### src/rtl/sort_pkg.sv
// Shared types and widths for the sort batch controller and its command handshake.
package sort_pkg;

  localparam int unsigned DataW     = 16;
  localparam int unsigned CntW      = 8;
  localparam int unsigned MinLowDef = 2;

  // Each command state covers both its REQ and WAIT phase; sort_cmd_hs tracks the phase.
  typedef enum logic [2:0] {
    StIdle,
    StClr,
    StLoad,
    StPush,
    StSort,
    StPop,
    StEmit,
    StErr
  } state_e;

  typedef enum logic [1:0] {
    HsIdle,
    HsReq,
    HsWait
  } hs_state_e;

endpackage

### src/rtl/sort_cmd_hs.sv
// Request/acknowledge handshake for one engine command, keyed on the engine idle flag.
module sort_cmd_hs
  import sort_pkg::*;
#(
  parameter int unsigned MinLow = MinLowDef
) (
  input  logic clk,
  input  logic rstn,
  input  logic start,
  input  logic abort,
  input  logic idle,
  output logic cmd,
  output logic done,
  output logic active
);

  hs_state_e  phase_q, phase_d;
  logic [7:0] low_q, low_d;

  always_ff @(posedge clk) begin
    if (!rstn) begin
      phase_q <= HsIdle;
      low_q   <= '0;
    end else begin
      phase_q <= phase_d;
      low_q   <= low_d;
    end
  end

  always_comb begin
    phase_d = phase_q;
    low_d   = low_q;
    done    = 1'b0;
    unique case (phase_q)
      HsIdle: if (start) phase_d = HsReq;
      HsReq: begin
        if (!idle) begin
          phase_d = HsWait;
          low_d   = '0;
        end
      end
      HsWait: begin
        if (low_q != 8'hff) low_d = low_q + 8'd1;
        // low_q holds the low cycles already spent; the current one makes it +1
        if (idle && (32'(low_q) + 32'd1 >= MinLow)) begin
          done    = 1'b1;
          phase_d = HsIdle;
        end
      end
      default: phase_d = HsIdle;
    endcase
    if (abort) begin
      phase_d = HsIdle;
      done    = 1'b0;
    end
  end

  assign cmd    = (phase_q == HsReq);
  assign active = (phase_q != HsIdle);

endmodule

### src/rtl/sort_batch_ctrl.sv
// Streaming batch front/back end for the insertion_sort engine.
// Optional acknowledge timeout with sticky err: define SORT_BATCH_TIMEOUT_EN.
module sort_batch_ctrl
  import sort_pkg::*;
#(
  parameter int unsigned MAX_BATCH = 254,
  parameter int unsigned MIN_LOW   = MinLowDef,
  parameter int unsigned TIMEOUT   = 1023
) (
  input  logic             clk,
  input  logic             rstn,
  input  logic             s_valid,
  output logic             s_ready,
  input  logic [DataW-1:0] s_data,
  input  logic             s_last,
  output logic             m_valid,
  input  logic             m_ready,
  output logic [DataW-1:0] m_data,
  output logic             m_last,
  output logic             srt_push,
  output logic             srt_pop,
  output logic             srt_clear,
  output logic             srt_sort,
  output logic             srt_enable,
  output logic [DataW-1:0] srt_din,
  input  logic [DataW-1:0] srt_dout,
  input  logic             srt_idle,
  input  logic             srt_full,
  input  logic             srt_empty,
  output logic             busy,
  output logic             err
);

  state_e           state_q, state_d;
  logic [CntW-1:0]  cnt_q, cnt_d;
  logic [DataW-1:0] din_q, din_d;
  logic [DataW-1:0] mdata_q, mdata_d;
  logic             last_q, last_d;
  logic             s_ready_q, s_ready_d;
  logic             hs_start, hs_done, hs_cmd, hs_active, hs_abort, tmo_hit;

  sort_cmd_hs #(
    .MinLow (MIN_LOW)
  ) u_cmd_hs (
    .clk    (clk),
    .rstn   (rstn),
    .start  (hs_start),
    .abort  (hs_abort),
    .idle   (srt_idle),
    .cmd    (hs_cmd),
    .done   (hs_done),
    .active (hs_active)
  );

  always_ff @(posedge clk) begin
    if (!rstn) begin
      state_q   <= StIdle;
      cnt_q     <= '0;
      din_q     <= '0;
      mdata_q   <= '0;
      last_q    <= 1'b0;
      s_ready_q <= 1'b0;
    end else begin
      state_q   <= state_d;
      cnt_q     <= cnt_d;
      din_q     <= din_d;
      mdata_q   <= mdata_d;
      last_q    <= last_d;
      s_ready_q <= s_ready_d;
    end
  end

  always_comb begin
    state_d  = state_q;
    cnt_d    = cnt_q;
    din_d    = din_q;
    mdata_d  = mdata_q;
    last_d   = last_q;
    hs_start = 1'b0;
    unique case (state_q)
      StIdle: begin
        if (s_valid) begin
          state_d = StClr;
          cnt_d   = '0;
        end
      end
      StClr: begin
        hs_start = 1'b1;
        if (hs_done) state_d = StLoad;
      end
      StLoad: begin
        if (s_valid && s_ready_q) begin
          din_d   = s_data;
          last_d  = s_last;
          cnt_d   = cnt_q + 1'b1;
          state_d = StPush;
        end else if (!s_ready_q) begin
          // s_ready was withheld because the engine reported full
          state_d = StSort;
        end
      end
      StPush: begin
        hs_start = 1'b1;
        if (hs_done) begin
          state_d = (last_q || cnt_q == CntW'(MAX_BATCH)) ? StSort : StLoad;
        end
      end
      StSort: begin
        hs_start = 1'b1;
        if (hs_done) state_d = (cnt_q == '0) ? StIdle : StPop;
      end
      StPop: begin
        hs_start = 1'b1;
        if (hs_done) begin
          mdata_d = srt_dout;
          if (cnt_q != '0) cnt_d = cnt_q - 1'b1;
          state_d = StEmit;
        end
      end
      StEmit: begin
        if (m_ready) state_d = (cnt_q != '0) ? StPop : StIdle;
      end
      StErr:   state_d = StErr;
      default: state_d = StIdle;
    endcase
    if (tmo_hit) state_d = StErr;
    s_ready_d = (state_d == StLoad) && !srt_full;
  end

`ifdef SORT_BATCH_TIMEOUT_EN
  logic [9:0] tmo_q;
  logic       err_q;

  assign tmo_hit  = hs_active && (tmo_q == 10'(TIMEOUT - 1));
  assign hs_abort = tmo_hit;

  always_ff @(posedge clk) begin
    if (!rstn) begin
      tmo_q <= '0;
      err_q <= 1'b0;
    end else begin
      tmo_q <= (hs_active && !hs_done) ? tmo_q + 1'b1 : '0;
      if (tmo_hit) err_q <= 1'b1;
    end
  end

  assign err = err_q;
`else
  logic [10:0] unused_tmo;

  assign tmo_hit    = 1'b0;
  assign hs_abort   = 1'b0;
  assign err        = 1'b0;
  assign unused_tmo = {hs_active, 10'(TIMEOUT)};
`endif

  logic unused_empty;
  assign unused_empty = srt_empty;

  assign srt_clear  = hs_cmd && (state_q == StClr);
  assign srt_push   = hs_cmd && (state_q == StPush);
  assign srt_sort   = hs_cmd && (state_q == StSort);
  assign srt_pop    = hs_cmd && (state_q == StPop);
  assign srt_enable = 1'b1;
  assign srt_din    = din_q;
  assign s_ready    = s_ready_q;
  assign m_valid    = (state_q == StEmit);
  assign m_last     = m_valid && (cnt_q == '0);
  assign m_data     = mdata_q;
  assign busy       = (state_q != StIdle);

endmodule

### config.mk
export PLATFORM = sky130hd
export DESIGN_NAME = sort_batch_ctrl
export DESIGN_NICKNAME = d
export VERILOG_FILES = /design/src/rtl/sort_pkg.sv /design/src/rtl/sort_cmd_hs.sv /design/src/rtl/sort_batch_ctrl.sv
export SDC_FILE = /design/constraint.sdc
export NUM_CORES = 1
export LEC_CHECK = 0
export CAP_MARGIN = 0
export CORE_MARGIN = 2
export CORE_UTILIZATION = 35
export DETAILED_ROUTE_END_ITERATION = 7
export PLACE_DENSITY = 0.59
export RECOVER_POWER = 25
export SLEW_MARGIN = 20
export SYNTH_ARGS = -nofsm -noshare
export SYNTH_HDL_FRONTEND = slang
export SYNTH_SLANG_ARGS = --single-unit
export TNS_END_PERCENT = 1
### constraint.sdc
create_clock -name clk -period 7.85 [get_ports clk]
set_clock_uncertainty 0.2 [all_clocks]
set_input_delay 1.57 -clock clk [delete_from_list [all_inputs] [get_ports clk]]
set_output_delay 1.57 -clock clk [all_outputs]
set_load 0.01 [all_outputs]
==> run summary <==
Figures from the implementation reports.

- The aggregate global routing overflow reads 0.
- The total track usage reads 0.164.
- The via density per instance reads 5.00.
- As logged by OpenROAD, the buffers inserted on ports number 78.
- The worst path arrival time is ~2200 ps.
- The final-layout setup total negative slack is 0 ps.
- The pin count of the biggest net entering global routing reads 34.
- The slew at the pin closest to its max-slew limit reads between 900 and 1000 ps.
- The endpoint kind of the worst setup timing path reads an output pin.
- The kind of critical path is flop to output pin.
- The post-layout period usage of the worst path is 0.502.
- Looking at the worst setup and hold paths, the clock pins of their registers show a slew of 110 ps.
- The mean area per synthesized cell is 7.74 sq um.
- The final net count reads 476.
- The number of instances in the synthesized netlist reads roughly 360.
- Before antenna repair, the detailed router went through 4 iterations.
- The chip area line in the Yosys stat output reads about 2800 sq um.
- The number of sinks handled by clock tree synthesis is 55.
- Per the final timing report, the hold violations number 0.
- The root buffer cell is clkbuf_8.
- The core area is a little under 8000 sq um.
- The length of routed met3 wiring is between 300 and 400 microns.
- Of the synthesized area, sequential elements account for 0.397.
- The number of DRC markers after the initial detailed-route iteration reads around 160.
- The flow reports an fmax of around 0.25 GHz.
- Across all setup checks in the final design, the least slack found is 3910 ps.
- The die area reads a little under 9000 sq um.
- The report lists the cells along the critical path as nor2b_1, nand2_1, nor2_1, clkdlybuf4s50_1.
- Counting the warning lines in the Yosys log gives 0.
- The uppermost signal routing layer after detailed routing is met4.
- The power density relative to cell area is roughly 130 nW/um^2.
- The post-CTS hold buffer count recorded in the log is 0.
- The final timing report lists a max-slew violation count of 0.
- The number of global-route vias before repair was between 2000 and 2500.
- The clock period minus final worst setup slack is between 3000 and 4000 ps.
- The cell with the largest stage delay on the worst path reads dfxtp_1.
- The worst hold slack across all endpoints reads ~250 ps.
- Per the finish-stage timing summary, setup violations number 0.
- The clock latency of the later-clocked register in the worst-skew pair is roughly 310 ps.
- The kind of path behind the tightest hold check is flop to flop.
- Per the OpenROAD floorplan log, the width of the die is ~93 microns.
- The die extent in y is slightly above 90 microns.
- The footprint of the flip-flops and latches is 1100 sq um.
- The initial antenna violation count is 0.
- The number of ports placed on the die boundary is 82.
- The flow ran to the end, and the final reports show no timing, DRC or antenna violations.
## per-stage QoR
stage	area, sq um	std cells	total power (uW)
2_1_floorplan	2770	358	312
3_3_place_gp	3590	522	336
3_5_place_dp	3600	522	337
4_1_cts	3680	530	503
5_1_grt	3680	530	516
6_report	3680	530	495
## logic make-up (layout without fill, tap and decap cells)
group / count (synthesis) / in the layout / synth area share
buffers and inverters: 24 / 94 / 0.0438
other: 2 / 2 / 0.00271
AND-OR/OR-AND: 84 / 84 / 0.189
multiplexers: 4 / 4 / 0.0153
flip-flops: 55 / 55 / 0.397
XOR/XNOR: 5 / 5 / 0.0158
adder cells (fa/ha/maj): 9 / 9 / 0.0433
AND/OR/NAND/NOR: 175 / 175 / 0.293
## cell type report
| type | count | share of cell area |
|---|---|---|
| clock buffer | 6 | 0.0197 |
| clock inverter | 2 | 0.00441 |
| inverter | 7 | 0.00713 |
| multi-input combinational | 279 | 0.421 |
| sequential | 55 | 0.299 |
| tap | 102 | 0.0346 |
| timing repair buffer | 79 | 0.214 |
## layer usage
| metal | GRT usage | vias to the layer above |
|---|---|---|
| li1 | - | 1377 |
| met1 | 0.221 | 1213 |
| met2 | 0.264 | 54 |
| met3 | 0.0403 | 5 |
| met4 | 0.0441 | 0 |
| met5 | 0 | - |
## power breakdown
part | internal, uW | total [uW] | switching (uW)
Clock | 64.4 | 164 | 99.8
Sequential | 280 | 283 | 2.76
Combinational | 25.5 | 47.3 | 21.8
Total | 370 | 495 | 124
## worst paths after layout
| kind | startpoint | end | slack [ps] | depth (start not counted) |
|---|---|---|---|---|
| setup / recovery | state_q[0]$_SDFF_PN0_ | srt_pop | 3910 | 4 |
| hold reg to reg | srt_din[0]$_SDFFE_PN0P_ | srt_din[0]$_SDFFE_PN0P_ | 250 | 2 |
| hold / removal | srt_din[0]$_SDFFE_PN0P_ | srt_din[0]$_SDFFE_PN0P_ | 250 | 2 |
| setup reg to reg | state_q[0]$_SDFF_PN0_ | cnt_q[7]$_SDFFE_PN0P_ | 4260 | 10 |
## cell usage after synthesis (all sizes together), types with 2 or more instances
library cell,count,area (sq um)
o21ai,9,45.0
clkbuf,7,26.3
nor4b,2,23.8
nand2,86,323
nand4,4,25.0
a21oi,51,267
nor4,4,25.0
conb,2,7.51
nand2b,10,62.6
mux2i,2,20.0
ha,8,100
nand3b,4,30.0
or3,2,12.5
nor2b,2,12.5
a31oi,2,12.5
a22oi,2,15.0
nor3,10,55.1
nand3,15,75.1
a41o,2,20.0
nor2,29,116
a211oi,2,15.0
a21o,2,15.0
xor2,2,17.5
inv,6,22.5
and3,4,26.3
xnor2,3,26.3
dfxtp,55,1100
buf,10,68.8
mux2,2,22.5
## worst max-delay path: cells and delay by family, from the launching register on
family        cells  cell delay (ps)
buf+inv           1              560
flops             1              560
simple gates      3              730
## flip-flops by register name (all words and copies together), names as in the netlist
signal / cells
s_ready: 1
u_cmd_hs.low_q: 8
m_data: 16
state_q: 3
cnt_q: 8
last_q: 1
u_cmd_hs.phase_q: 2
srt_din: 16
**Met3 routing**

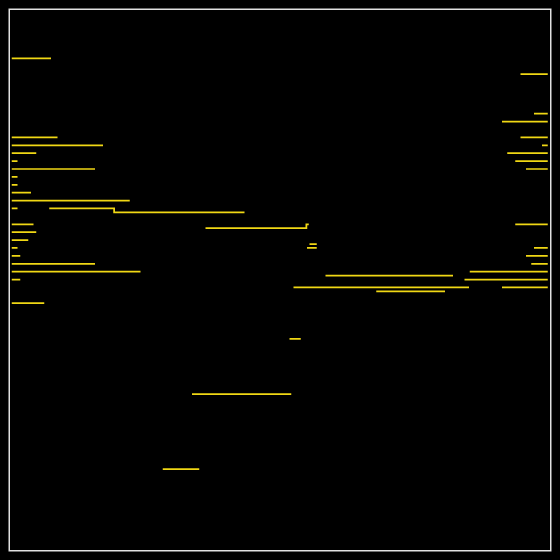
The layer holds 4.9% of the routed length. The longest straight run is 29.9 microns. The wires run mostly horizontal. The layer carries 352 microns of wire.
met3 GRT Util: 0.0403
number of vias in the routed layout: 2649

**Signal wires on met2**

Scale bar: 20 microns.
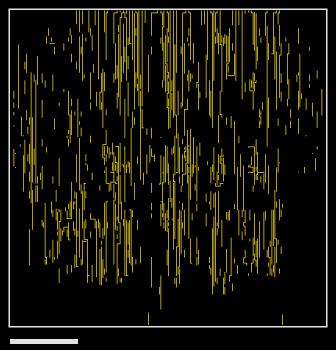
381 nets have wire on it. The layer holds 47% of the routed length.
Post-Route WL: 7220 microns
grt met2 use: 0.264

**Logic cells by family**

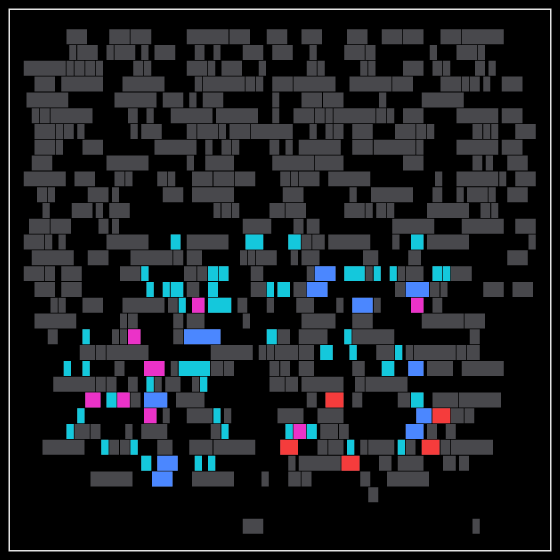
Blue shows non-inverting ao/oa cells, cells 11. Cyan shows nor cells, cells 47. Red shows xor and xnor cells, cells 5. Magenta shows and/or cells, cells 8.
Layout Cells excl Fill: 530
logic share of the area: 0.421
top logic cell by instance count in the layout: nand2_1

**Track usage over the die**

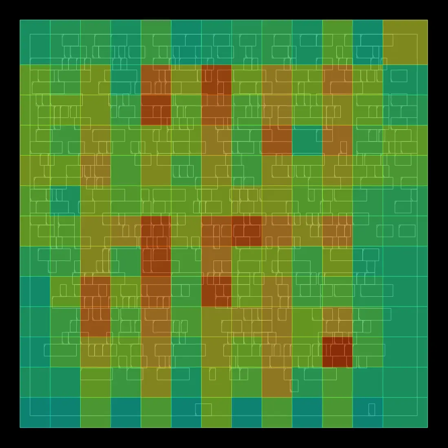
utilization after layout: 0.479
global route hottest layer: met2

Power and IR drop assume default switching activity.
